**Placed cells, one color a class**

Fill, decap, tap and diode cells in gray.
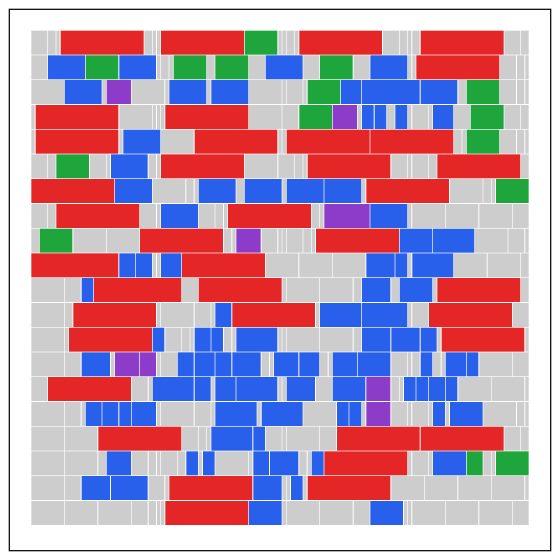
**Routed metal per tile**

The die is cut into 12 by 12 equal tiles; dark blue is low, red is high, scaled to the fullest tile. Values are wire area over tile area, all layers added.
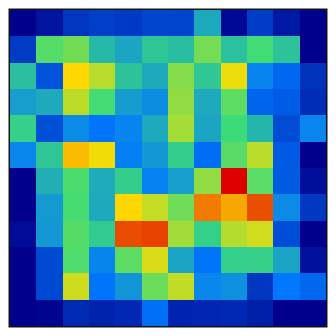
**Power grid**

Scale bar: 20 µm. Pins as bars on the die edge. Tap cells in gray.
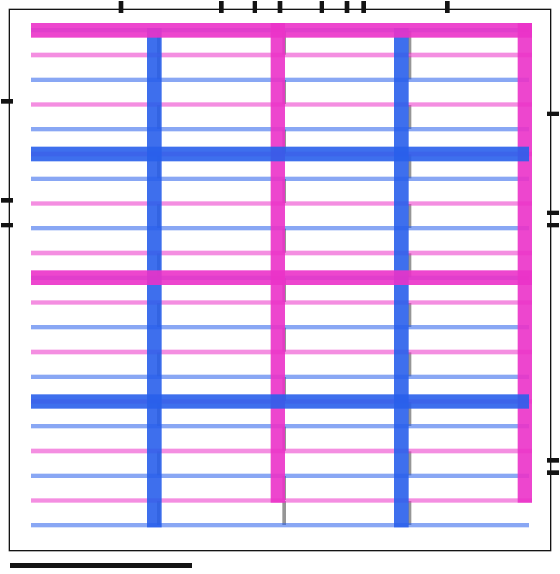
**Cell placement**

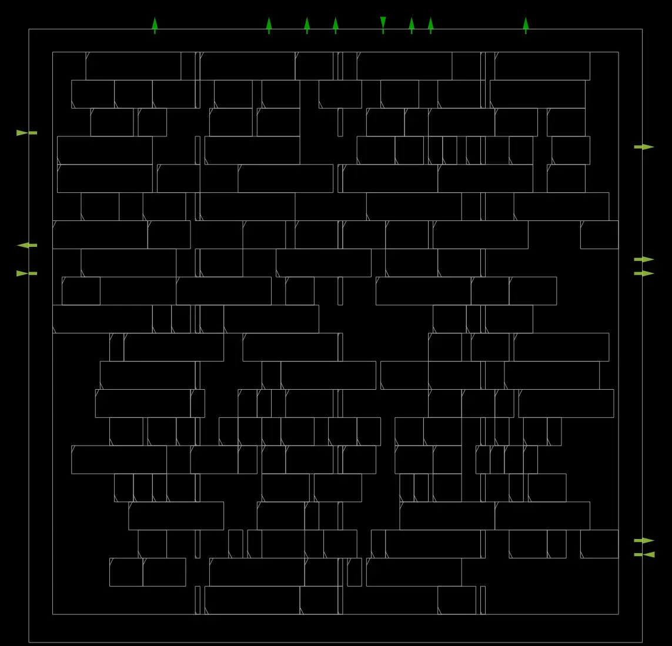
--- src/rtl/uart_pkg.sv ---
// Shared UART definitions: receiver state encoding and default link timing.
// The transmitter uses the same constants, so both ends agree on baud and frame size.
package uart_pkg;

  localparam int DEFAULT_CLKS_PER_BIT = 868;
  localparam int DEFAULT_DATA_BITS    = 8;

  typedef enum logic [2:0] {
    IDLE,
    START,
    DATA,
    STOP,
    BREAK
  } rx_state_t;

endpackage

--- src/rtl/uart_baud_counter.sv ---
// Bit-period counter with synchronous clear; flags the half-bit and last-cycle points.
// It wraps on its own at the end of every bit period.
module uart_baud_counter
  import uart_pkg::*;
#(
  parameter int CLKS_PER_BIT = DEFAULT_CLKS_PER_BIT
) (
  input  logic clk,
  input  logic rst,
  input  logic clear,
  output logic half_tick,
  output logic full_tick
);

  localparam int CNT_W = (CLKS_PER_BIT > 1) ? $clog2(CLKS_PER_BIT) : 1;
  localparam int HALF  = CLKS_PER_BIT / 2;

  logic [CNT_W-1:0] clk_cnt;

  assign half_tick = (clk_cnt == CNT_W'(HALF - 1));
  assign full_tick = (clk_cnt == CNT_W'(CLKS_PER_BIT - 1));

  always_ff @(posedge clk or negedge rst) begin
    if (!rst) begin
      clk_cnt <= '0;
    end else if (clear || full_tick) begin
      clk_cnt <= '0;
    end else begin
      clk_cnt <= clk_cnt + 1'b1;
    end
  end

endmodule

--- src/rtl/uart_receiver.sv ---
// 8N1 UART receiver: the input is synchronised, bits are sampled at mid-bit, and the byte is
// handed over with valid/ready. Frame and overrun errors are reported as one-cycle pulses.
module uart_receiver
  import uart_pkg::*;
#(
  parameter int CLKS_PER_BIT = DEFAULT_CLKS_PER_BIT,
  parameter int DATA_BITS    = DEFAULT_DATA_BITS
) (
  input  logic                 clk,
  input  logic                 rst,
  input  logic                 rx,
  input  logic                 rx_ready,
  output logic [DATA_BITS-1:0] rx_data,
  output logic                 rx_valid,
  output logic                 frame_err,
  output logic                 overrun,
  output logic                 busy
);

  localparam int IDX_W = $clog2(DATA_BITS);
  localparam logic [IDX_W-1:0] LAST_IDX = IDX_W'(DATA_BITS - 1);

  logic                 rx_meta;
  logic                 rx_s;
  rx_state_t            state;
  logic [IDX_W-1:0]     bit_idx;
  logic [DATA_BITS-1:0] shift_reg;
  logic                 cnt_clear;
  logic                 half_tick;
  logic                 full_tick;

  always_ff @(posedge clk or negedge rst) begin
    if (!rst) begin
      rx_meta <= 1'b1;
      rx_s    <= 1'b1;
    end else begin
      rx_meta <= rx;
      rx_s    <= rx_meta;
    end
  end

  // Hold the counter at zero while waiting for an edge, then restart it at the start-bit centre
  // so that every later full tick lands at mid-bit.
  assign cnt_clear = (state == IDLE) || (state == BREAK) || ((state == START) && half_tick);

  uart_baud_counter #(
    .CLKS_PER_BIT(CLKS_PER_BIT)
  ) u_baud (
    .clk      (clk),
    .rst      (rst),
    .clear    (cnt_clear),
    .half_tick(half_tick),
    .full_tick(full_tick)
  );

  always_ff @(posedge clk or negedge rst) begin
    if (!rst) begin
      state     <= IDLE;
      bit_idx   <= '0;
      shift_reg <= '0;
      rx_data   <= '0;
      rx_valid  <= 1'b0;
      frame_err <= 1'b0;
      overrun   <= 1'b0;
      busy      <= 1'b0;
    end else begin
      frame_err <= 1'b0;
      overrun   <= 1'b0;
      if (rx_valid && rx_ready) begin
        rx_valid <= 1'b0;
      end
      case (state)
        IDLE: begin
          if (!rx_s) begin
            state <= START;
            busy  <= 1'b1;
          end
        end
        START: begin
          if (half_tick) begin
            if (!rx_s) begin
              state   <= DATA;
              bit_idx <= '0;
            end else begin
              state <= IDLE;
              busy  <= 1'b0;
            end
          end
        end
        DATA: begin
          if (full_tick) begin
            shift_reg <= {rx_s, shift_reg[DATA_BITS-1:1]};
            if (bit_idx == LAST_IDX) begin
              state <= STOP;
            end else begin
              bit_idx <= bit_idx + 1'b1;
            end
          end
        end
        STOP: begin
          if (full_tick) begin
            if (rx_s) begin
              state <= IDLE;
              busy  <= 1'b0;
              // A byte accepted in this same cycle frees the slot, so the new byte is not an overrun.
              if (!rx_valid || rx_ready) begin
                rx_data  <= shift_reg;
                rx_valid <= 1'b1;
              end else begin
                overrun <= 1'b1;
              end
            end else begin
              frame_err <= 1'b1;
              state     <= BREAK;
            end
          end
        end
        BREAK: begin
          if (rx_s) begin
            state <= IDLE;
            busy  <= 1'b0;
          end
        end
        default: begin
          state <= IDLE;
          busy  <= 1'b0;
        end
      endcase
    end
  end

endmodule
--- config.mk ---
export PLATFORM = sky130hd
export DESIGN_NAME = uart_receiver
export DESIGN_NICKNAME = d
export VERILOG_FILES = /design/src/rtl/uart_pkg.sv /design/src/rtl/uart_baud_counter.sv /design/src/rtl/uart_receiver.sv
export SDC_FILE = /design/constraint.sdc
export NUM_CORES = 1
export LEC_CHECK = 0
export CAP_MARGIN = 5
export CORE_MARGIN = 2
export CORE_UTILIZATION = 56
export DETAILED_ROUTE_END_ITERATION = 8
export PLACE_DENSITY_LB_ADDON = 0.1
export SLEW_MARGIN = 20
export SYNTH_ARGS = -nofsm -noshare
export SYNTH_HDL_FRONTEND = slang
export SYNTH_HIERARCHICAL = 1
export SYNTH_SLANG_ARGS = --single-unit
--- constraint.sdc ---
create_clock -name clk -period 2.7 [get_ports clk]
set_clock_uncertainty 0.1 [all_clocks]
set_input_delay 0.54 -clock clk [delete_from_list [all_inputs] [get_ports clk]]
set_output_delay 0.54 -clock clk [all_outputs]
set_load 0.05 [all_outputs]
==> qor.yml <==
drt:
  vias: 1057
  drt_iter0_markers: 48
  ant_nets: 0
  via_per_inst: 5.71
  drc: 0
  drt-met1-wl_mm: 1.29
  wl_met3_um: 85
  dr.pass1.iters: 4
  top_layer_used: "met4"
clocking:
  cts.path.max_buffers: 2
  clock-sinks: 38
  cts-buffers-inserted: 5
  cts_tree: "done"
  ctsHoldBuffers: 0
  cts_root_buf: "clkbuf_4"
  post_cts_resized: 0
  clkLatencyLatePin_ns: 0.35
  cts-htree-levels: 2
synthesis:
  synth-adder-area-share_pct: 3.50
  netlist_area_um2: 1720
  ff_type: "dfrtp_1"
  logic_family: "simple AND/OR/NAND/NOR gates"
  ys_cells: 133
  avgSynthCellArea_um2: 12.9
  xor_share_pct: 1.53
  synth_cells: 133
  numSynthFlops: 38
  yosysWarningCount: 6
  async_flop_share_pct: 100
  synthSimpleGateAreaFrac_pct: 16.4
  synthAoiAreaFrac_pct: 7.88
placement:
  dpl.hpwl_mm: 1.93
  io_buffers: 15
  place.gp.congestion: 0.774
critical_path:
  cp.required_ns: 2.85
  critPathArrivalTime_ns: 2.46
  setup.worst_path.end_class: "flop"
  startpoint_type: "flop"
  timing.critical_path.buf_inv: 0
  crit_type: "flop to flop"
  crit_path_cell_trace: "ha_1, and4bb_2, and3_1, and4bb_1, a32oi_1, mux2_2"
  cp_top_family: "simple AND/OR/NAND/NOR gates"
final_timing:
  fin_crit_sh_pct: 85.7
  rsz0062_at_grt: "false"
  worst_slew_pin_slew_ns: 0.822
  hold_ws_ns: 0.177
  layout_setup_ws_ns: 0.387
  worst_slew_margin_rel_pct: 45.2
  slew_violations: 0
  fin_crit_ns: 2.31
  setup_viol: 0
  fmax_mhz: 432
grt:
  antenna_found_initial: 0
  grt_max_degree: 39
  use_met2_pct: 26.5
  gr-total-overflow: 0
  grt_pass1_vias: 986
  grt_pass1_wl_mm: 4.51
  top_usage_layer: "met2"
  use_met3_pct: 4.59
pwr:
  power.total_uw: 896
  leakage_nw: 0.898
finish:
  nets: 159
  layout.area.comb_um2: 704
  largest_reg_flops: 10
  drive_gt1_share_pct: 28.9
  mostFrequentLayoutCells: "dfrtp_1 (36), mux2_2 (17), clkdlybuf4s50_1 (14), nor2_1 (12), inv_1 (6)"
floorplanning:
  pin_count: 16
  rows: 20
  fp_util_pct: 57.6
  chip_area_um2: 3520
outcome:
  outcome: "complete, no violations"
run:
  warnings: 27
-- 'placed cells, one color a class' (at the start) --
[blue] remaining logic cells | cells: 91
[purple] clock drivers and dummy loads | cells: 8
[green] remaining buffers and delay cells | cells: 15
[red] registers | cells: 38

-- 'routed metal per tile' (at the start) --
nearly empty tiles: 9.7%
fullest tile: 0.35
tiles over half the peak: 28%
mean over tiles: 0.12
GRT Overall Usage: 18.0%
Detailed Route WL: 2.77 mm
routed length per placed instance: 15.0 µm

-- 'power grid' (at the start) --
[blue] VSS
[magenta] VDD
met1 rails: 21
met5 straps: 4
Die X-Extent: 59.3 µm
worst vdd ir: 0.000328 V
Die H: 59.3 µm

-- 'cell placement' (at the start) --
Well Taps: 33
flip-flops: 38
tally of filler cells in the layout: 233
final core utilization: 64.8%
core area: 2980 µm²

-- worst paths after layout --
check,from,endpoint,slack (ns),cells after the start
worst max register to register,u_baud/clk_cnt[0],bit_idx[0],0.39,6
min in group clk,rx_meta,rx_s,0.26,0
worst max-delay path,u_baud/clk_cnt[0],bit_idx[0],0.39,6
max in group asynchronous,rst,bit_idx[2],1.81,1
worst min-delay path,rst,frame_err,0.18,1
worst min register to register,rx_meta,rx_s,0.26,0
-- cell usage after synthesis, types with 2 or more instances --
master | instances | share of area (%)
nand4_2 | 2 | 1.5
a22o_2 | 2 | 1.2
and4bb_2 | 2 | 1.5
or3_1 | 3 | 1.1
nand2_1 | 3 | 0.66
nor2_1 | 12 | 2.6
dfrtp_1 | 36 | 53
buf_6 | 2 | 1.3
a21oi_1 | 5 | 1.5
o21ai_0 | 4 | 1.2
mux2_2 | 17 | 11
ha_1 | 4 | 2.9
dfstp_2 | 2 | 3.1
xnor2_1 | 2 | 1.0
nand2b_1 | 2 | 0.73
inv_1 | 6 | 1.3
nand3_1 | 2 | 0.58
-- report_power, final --
part           switching [mW]  total, mW  internal (mW)
sequential            0.00255      0.574          0.572
combinational          0.0114     0.0149        0.00347
clock                   0.182      0.307          0.125
-- through the flow --
step                      cell area [µm²]  std cells
after floorplan                      1720        133
after global placement               1870        177
after detailed placement             1870        177
after CTS                            1930        185
after global routing                 1930        185
final                                1930        185
-- layout make-up --
cell class / instances / area share, %
inverters: 6 / 1.17
clock buffers: 6 / 2.66
clock inverters: 2 / 0.648
well taps: 33 / 2.14
multi-input cells: 85 / 36.5
repair buffers: 15 / 7.52
flip-flops and latches: 38 / 49.4
Power figures rest on the tool's default switching activity, not on a simulated workload.
